`config.mk`:
```
export PLATFORM = sky130hd
export DESIGN_NAME = alu_op_sequencer_flat
export DESIGN_NICKNAME = d
export VERILOG_FILES = /design/src/rtl/alu_op_sequencer_if.sv /design/src/rtl/alu_op_sequencer.sv /design/src/flat_wrapper.sv
export SDC_FILE = /design/constraint.sdc
export NUM_CORES = 1
export LEC_CHECK = 0
export CAP_MARGIN = 20
export CELL_PAD_IN_SITES_DETAIL_PLACEMENT = 1
export CELL_PAD_IN_SITES_GLOBAL_PLACEMENT = 1
export CORE_UTILIZATION = 28
export CTS_CLUSTER_SIZE = 20
export DETAILED_ROUTE_END_ITERATION = 8
export HOLD_SLACK_MARGIN = 0.1
export PLACE_DENSITY = 0.95
export SYNTH_ARGS = -nofsm -noshare
export SYNTH_HDL_FRONTEND = slang
export SYNTH_SLANG_ARGS = --single-unit
```
`constraint.sdc`:
```
create_clock -name clk -period 4.25 [get_ports clk]
set_clock_uncertainty 0.15 [all_clocks]
set_input_delay 0.6375 -clock clk [delete_from_list [all_inputs] [get_ports clk]]
set_output_delay 0.6375 -clock clk [all_outputs]
set_load 0.1 [all_outputs]
```
`src/rtl/alu_op_sequencer_if.sv`:
```
`default_nettype none
// ============================================================================
// Module      : alu_op_sequencer_if
// Description : Handshake, register-file and ALU bundle for alu_op_sequencer.
// Revision    : 1.0 - initial release
// ============================================================================
interface alu_op_sequencer_if;
    logic        instr_valid;
    logic [31:0] instr;
    logic        instr_ready;
    logic [5:0]  rf_raddr1;
    logic [5:0]  rf_raddr2;
    logic [15:0] rf_rdata1;
    logic [15:0] rf_rdata2;
    logic [15:0] alu_a;
    logic [15:0] alu_b;
    logic [5:0]  alu_sel;
    logic [15:0] alu_result;
    logic [31:0] mul_result;
    logic [15:0] div_result;
    logic        rf_we;
    logic [5:0]  rf_waddr;
    logic [15:0] rf_wdata;
    logic        busy;
    logic        done;
    logic        err;

    modport master (
        input  instr_valid, instr, rf_rdata1, rf_rdata2,
               alu_result, mul_result, div_result,
        output instr_ready, rf_raddr1, rf_raddr2, alu_a, alu_b, alu_sel,
               rf_we, rf_waddr, rf_wdata, busy, done, err
    );

    modport slave (
        output instr_valid, instr, rf_rdata1, rf_rdata2,
               alu_result, mul_result, div_result,
        input  instr_ready, rf_raddr1, rf_raddr2, alu_a, alu_b, alu_sel,
               rf_we, rf_waddr, rf_wdata, busy, done, err
    );
endinterface
`default_nettype wire

```
`src/rtl/alu_op_sequencer.sv`:
```
`default_nettype none
// ============================================================================
// Module      : alu_op_sequencer
// Description : Multi-cycle controller sequencing one ALU instruction at a
//               time: operand read, latency wait, register-file writeback.
//               Optional macro ALU_SEQ_DIVZERO_CHECK_EN suppresses writeback
//               of a DIV whose divisor (alu_a) is zero and pulses err.
// Revision    : 1.0 - initial release
// ============================================================================
module alu_op_sequencer #(
    parameter int MUL_LAT = 4,
    parameter int DIV_LAT = 8
) (
    input  wire logic          clk,
    input  wire logic          reset,
    alu_op_sequencer_if.master seq
);

    localparam logic [2:0] S_IDLE  = 3'd0;
    localparam logic [2:0] S_READ  = 3'd1;
    localparam logic [2:0] S_LATCH = 3'd2;
    localparam logic [2:0] S_WAIT  = 3'd3;
    localparam logic [2:0] S_WB_LO = 3'd4;
    localparam logic [2:0] S_WB_HI = 3'd5;

    localparam logic [5:0] c_OP_MUL  = 6'd3;
    localparam logic [5:0] c_OP_DIV  = 6'd4;
    localparam logic [5:0] c_OP_LAST = 6'd12;
    localparam logic [3:0] c_MUL_CNT = 4'(MUL_LAT);
    localparam logic [3:0] c_DIV_CNT = 4'(DIV_LAT);

    logic [2:0]  r_state;
    logic [2:0]  w_next_state;
    logic [31:2] r_instr;
    logic [15:0] r_alu_a;
    logic [15:0] r_alu_b;
    logic [5:0]  r_alu_sel;
    logic [3:0]  r_cnt;
    logic        r_err;

    logic [5:0]  w_op;
    logic [5:0]  w_rdst2;
    logic [5:0]  w_rdst1;
    logic [5:0]  w_rsrc2;
    logic [5:0]  w_rsrc1;
    logic        w_legal;
    logic        w_accept;
    logic        w_divzero;

    assign w_op     = r_instr[31:26];
    assign w_rdst2  = r_instr[25:20];
    assign w_rdst1  = r_instr[19:14];
    assign w_rsrc2  = r_instr[13:8];
    assign w_rsrc1  = r_instr[7:2];
    assign w_legal  = (w_op <= c_OP_LAST);
    assign w_accept = seq.instr_valid && (r_state == S_IDLE) && !reset;

`ifdef ALU_SEQ_DIVZERO_CHECK_EN
    assign w_divzero = (r_alu_sel == c_OP_DIV) && (r_alu_a == 16'h0000);
`else
    assign w_divzero = 1'b0;
`endif

    always_ff @(posedge clk) begin
        if (reset) begin
            r_state <= S_IDLE;
        end else begin
            r_state <= w_next_state;
        end
    end

    always_comb begin
        w_next_state = r_state;
        case (r_state)
            S_IDLE:  if (w_accept) w_next_state = S_READ;
            S_READ:  w_next_state = S_LATCH;
            S_LATCH: w_next_state = w_legal ? S_WAIT : S_IDLE;
            S_WAIT: begin
                if (r_cnt <= 4'd1) begin
                    w_next_state = w_divzero ? S_IDLE : S_WB_LO;
                end
            end
            S_WB_LO: w_next_state = (r_alu_sel == c_OP_MUL) ? S_WB_HI : S_IDLE;
            S_WB_HI: w_next_state = S_IDLE;
            default: w_next_state = S_IDLE;
        endcase
    end

    // err is registered so its pulse lands in the first IDLE cycle after an abort
    always_ff @(posedge clk) begin
        if (reset) begin
            r_instr   <= '0;
            r_alu_a   <= '0;
            r_alu_b   <= '0;
            r_alu_sel <= '0;
            r_cnt     <= '0;
            r_err     <= 1'b0;
        end else begin
            r_err <= 1'b0;
            if (w_accept) begin
                r_instr <= seq.instr[31:2];
            end
            if (r_state == S_LATCH) begin
                r_alu_a   <= seq.rf_rdata1;
                r_alu_b   <= seq.rf_rdata2;
                r_alu_sel <= w_op;
                if (w_op == c_OP_MUL) begin
                    r_cnt <= c_MUL_CNT;
                end else if (w_op == c_OP_DIV) begin
                    r_cnt <= c_DIV_CNT;
                end else begin
                    r_cnt <= 4'd1;
                end
                if (!w_legal) begin
                    r_err <= 1'b1;
                end
            end
            if (r_state == S_WAIT) begin
                r_cnt <= r_cnt - 4'd1;
                if ((r_cnt <= 4'd1) && w_divzero) begin
                    r_err <= 1'b1;
                end
            end
        end
    end

    always_comb begin
        seq.instr_ready = (r_state == S_IDLE) && !reset;
        seq.busy        = (r_state != S_IDLE);
        seq.rf_raddr1   = 6'd0;
        seq.rf_raddr2   = 6'd0;
        seq.rf_we       = 1'b0;
        seq.rf_waddr    = 6'd0;
        seq.rf_wdata    = 16'h0000;
        seq.done        = 1'b0;
        seq.err         = r_err;
        seq.alu_a       = r_alu_a;
        seq.alu_b       = r_alu_b;
        seq.alu_sel     = r_alu_sel;
        case (r_state)
            S_READ: begin
                seq.rf_raddr1 = w_rsrc1;
                seq.rf_raddr2 = w_rsrc2;
            end
            S_WB_LO: begin
                seq.rf_we    = 1'b1;
                seq.rf_waddr = w_rdst1;
                if (r_alu_sel == c_OP_MUL) begin
                    seq.rf_wdata = seq.mul_result[15:0];
                end else if (r_alu_sel == c_OP_DIV) begin
                    seq.rf_wdata = seq.div_result;
                end else begin
                    seq.rf_wdata = seq.alu_result;
                end
                seq.done = (r_alu_sel != c_OP_MUL);
            end
            S_WB_HI: begin
                seq.rf_we    = 1'b1;
                seq.rf_waddr = w_rdst2;
                seq.rf_wdata = seq.mul_result[31:16];
                seq.done     = 1'b1;
            end
            default: ;
        endcase
    end

endmodule
`default_nettype wire

```
`src/flat_wrapper.sv`:
```
// flat-port wrapper written by rule: the top's interface ports become plain ports
module alu_op_sequencer_flat 
#(
    parameter int MUL_LAT = 4,
    parameter int DIV_LAT = 8
)
  (clk, reset, seq_instr_valid, seq_instr, seq_rf_rdata1, seq_rf_rdata2, seq_alu_result, seq_mul_result, seq_div_result, seq_instr_ready, seq_rf_raddr1, seq_rf_raddr2, seq_alu_a, seq_alu_b, seq_alu_sel, seq_rf_we, seq_rf_waddr, seq_rf_wdata, seq_busy, seq_done, seq_err);
  alu_op_sequencer_if seq_i ();
  input  wire logic clk;
  input  wire logic reset;
  input wire logic [$bits(seq_i.instr_valid)-1:0] seq_instr_valid;
  input wire logic [$bits(seq_i.instr)-1:0] seq_instr;
  input wire logic [$bits(seq_i.rf_rdata1)-1:0] seq_rf_rdata1;
  input wire logic [$bits(seq_i.rf_rdata2)-1:0] seq_rf_rdata2;
  input wire logic [$bits(seq_i.alu_result)-1:0] seq_alu_result;
  input wire logic [$bits(seq_i.mul_result)-1:0] seq_mul_result;
  input wire logic [$bits(seq_i.div_result)-1:0] seq_div_result;
  output wire logic [$bits(seq_i.instr_ready)-1:0] seq_instr_ready;
  output wire logic [$bits(seq_i.rf_raddr1)-1:0] seq_rf_raddr1;
  output wire logic [$bits(seq_i.rf_raddr2)-1:0] seq_rf_raddr2;
  output wire logic [$bits(seq_i.alu_a)-1:0] seq_alu_a;
  output wire logic [$bits(seq_i.alu_b)-1:0] seq_alu_b;
  output wire logic [$bits(seq_i.alu_sel)-1:0] seq_alu_sel;
  output wire logic [$bits(seq_i.rf_we)-1:0] seq_rf_we;
  output wire logic [$bits(seq_i.rf_waddr)-1:0] seq_rf_waddr;
  output wire logic [$bits(seq_i.rf_wdata)-1:0] seq_rf_wdata;
  output wire logic [$bits(seq_i.busy)-1:0] seq_busy;
  output wire logic [$bits(seq_i.done)-1:0] seq_done;
  output wire logic [$bits(seq_i.err)-1:0] seq_err;
  assign seq_i.instr_valid = seq_instr_valid;
  assign seq_i.instr = seq_instr;
  assign seq_i.rf_rdata1 = seq_rf_rdata1;
  assign seq_i.rf_rdata2 = seq_rf_rdata2;
  assign seq_i.alu_result = seq_alu_result;
  assign seq_i.mul_result = seq_mul_result;
  assign seq_i.div_result = seq_div_result;
  assign seq_instr_ready = seq_i.instr_ready;
  assign seq_rf_raddr1 = seq_i.rf_raddr1;
  assign seq_rf_raddr2 = seq_i.rf_raddr2;
  assign seq_alu_a = seq_i.alu_a;
  assign seq_alu_b = seq_i.alu_b;
  assign seq_alu_sel = seq_i.alu_sel;
  assign seq_rf_we = seq_i.rf_we;
  assign seq_rf_waddr = seq_i.rf_waddr;
  assign seq_rf_wdata = seq_i.rf_wdata;
  assign seq_busy = seq_i.busy;
  assign seq_done = seq_i.done;
  assign seq_err = seq_i.err;
  alu_op_sequencer #(.MUL_LAT(MUL_LAT), .DIV_LAT(DIV_LAT)) u_core (.clk(clk), .reset(reset), .seq(seq_i));
endmodule
```
==> results.json <==
{
  "openroad.warnings": 30,
  "max_cap_violations": 0,
  "synth_dominant_cell_count": "nand2_1",
  "syn_inst": 451,
  "core_area_um2": 12600,
  "largest_register_ff_count": 30,
  "place_area_um2": 5630,
  "mux_share_pct": 6.11,
  "wl_met2_um": 7000,
  "synth-xor-area-share_pct": 0,
  "syn2layout_area_growth_pct": 65.1,
  "r2r_slack_ns": 1.96,
  "relSlewSlack_pct": 31.4,
  "grt_pass1_vias": 4148,
  "cts.htree.levels": 3,
  "cp_num_cells": 5,
  "cpMaxStageDelayCell": "nor2_2",
  "cts.hold.buffers_added": 0,
  "stdcell_count": 815,
  "p_seq_mw": 0.856,
  "ys_types": 43,
  "rsz0062_at_grt": "false",
  "cts_tree": "yes",
  "final_util_pct": 47.3,
  "clk_share_pct": 5.36,
  "n_all_buffers": 210,
  "area_share_nonclk_buffers_pct": 33.5,
  "dp_slack_ns": 1.38,
  "ff_type": "dfxtp_1",
  "leakagePower_nw": 2.26,
  "fin_crit_ns": 3.19,
  "drc": 0,
  "holdWs_ns": 0.306,
  "fp_util_pct": 28.7,
  "tns_ns": 0,
  "num_antenna_cells": 0,
  "ys_sh_aoi_pct": 20.0,
  "postCtsSetupBuffers": 0,
  "grt_util_met2_pct": 39.4,
  "routed_wl_um": 13200,
  "hold_depth": 2,
  "antenna_found_initial": 0,
  "logic_family": "simple AND/OR/NAND/NOR gates",
  "critPathArrivalTime_ns": 2.40,
  "crit_type": "flip-flop to primary output",
  "die_h_um": 115,
  "grt_use_total_pct": 20.0,
  "layout-drive-gt1-share_pct": 12.0,
  "hp-class": "flip-flop to flip-flop",
  "dr.pass1.iters": 4,
  "hold_viol": 0,
  "chipArea_um2": 13300,
  "p_sw_share_pct": 37.3,
  "outcome": "finished clean",
  "via_count": 3910,
  "top_layer_used": "met4",
  "crit_required_ns": 3.46,
  "hold_end": "u_core.seq.alu_a[15]",
  "ctsResizeCount": 0,
  "fin_nets": 771,
  "largest_area_cell": "dfxtp_1",
  "clock_latency_ns": 0.33,
  "grt_max_degree": 77,
  "comb.multi_input.count": 336,
  "die_width_um": 115,
  "syn_nets": 584,
  "combPwrFrac_pct": 35.0,
  "p_clk_share_pct": 31.7,
  "synth_area_um2": 3600,
  "taps": 172,
  "fmax_mhz": 314
}
==> images/detail.png <==
Scale bar: 10 µm. Window x 16 to 41, y 16 to 41 µm. Cells in grey, sequential cells in the stronger grey; small squares are vias.
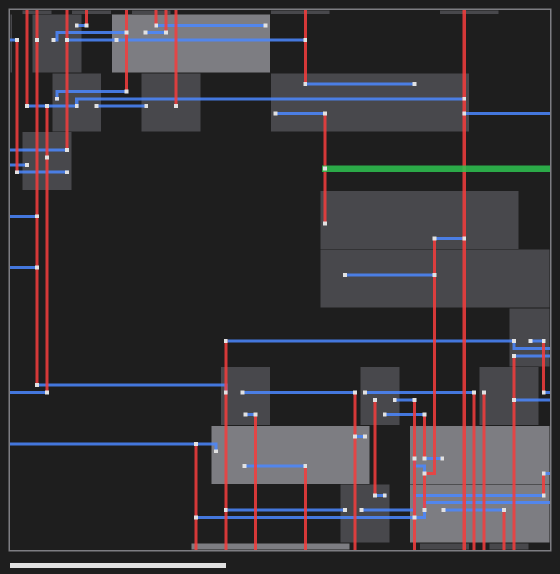
- red: metal 2
- blue: metal 1
- green: metal 3
- cells with their middle in the window: 16
- sequential cells in the window: 4
- most frequent: nand2b_1 (4), dfxtp_1 (4)
- netlist names of flops here include: u_core.r_instr (4)

==> images/flops_by_reg.png <==
Scale bar: 20 µm. Other sequential cells in the stronger grey, the rest of the logic in the fainter grey.
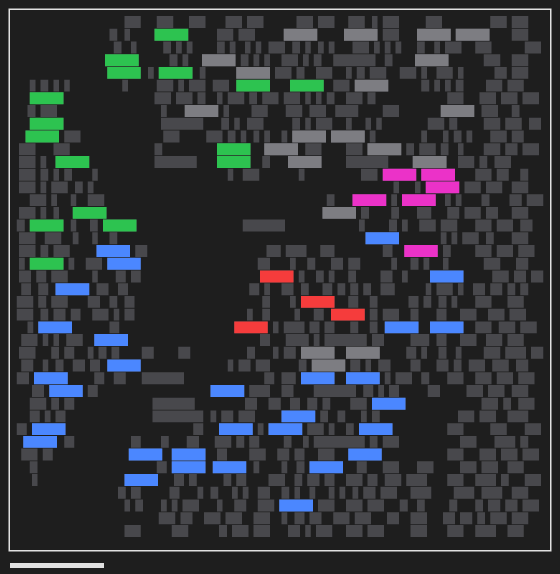
- red: u_core.r_cnt (placed flops 4; where centre)
- green: u_core.seq.alu_b (placed flops 16; where north-west)
- magenta: u_core.seq.alu_sel (placed flops 6)
- blue: u_core.r_instr (placed flops 30)
- not coloured: 20

==> images/congestion.png <==
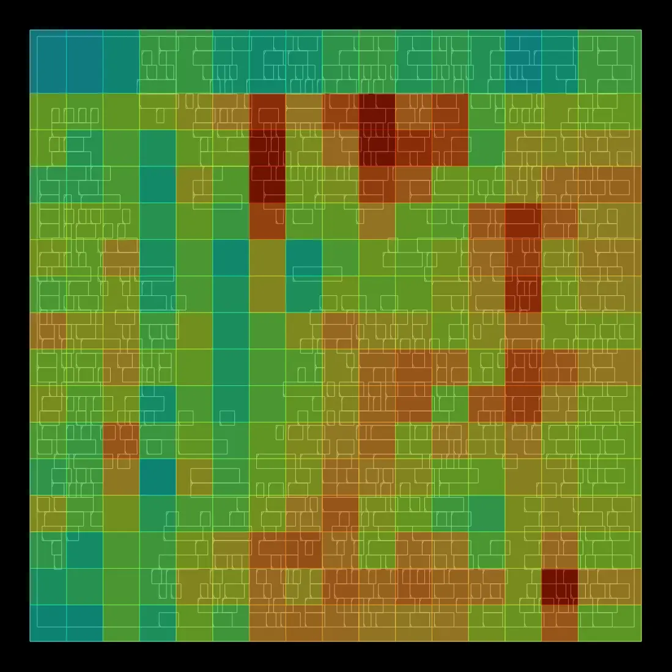
Top Usage Layer GRT: met2
routed length per instance: 16.2 µm

==> images/logic_types.png <==
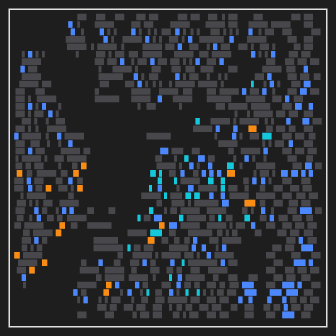
- cyan: NOR gates (cells 28)
- blue: inverting AOI/OAI gates (cells 117; where widely spread)
- orange: AND and OR gates (cells 17)
most numerous logic cell after layout: clkdlybuf4s50_1
Comb area share: 31.6%

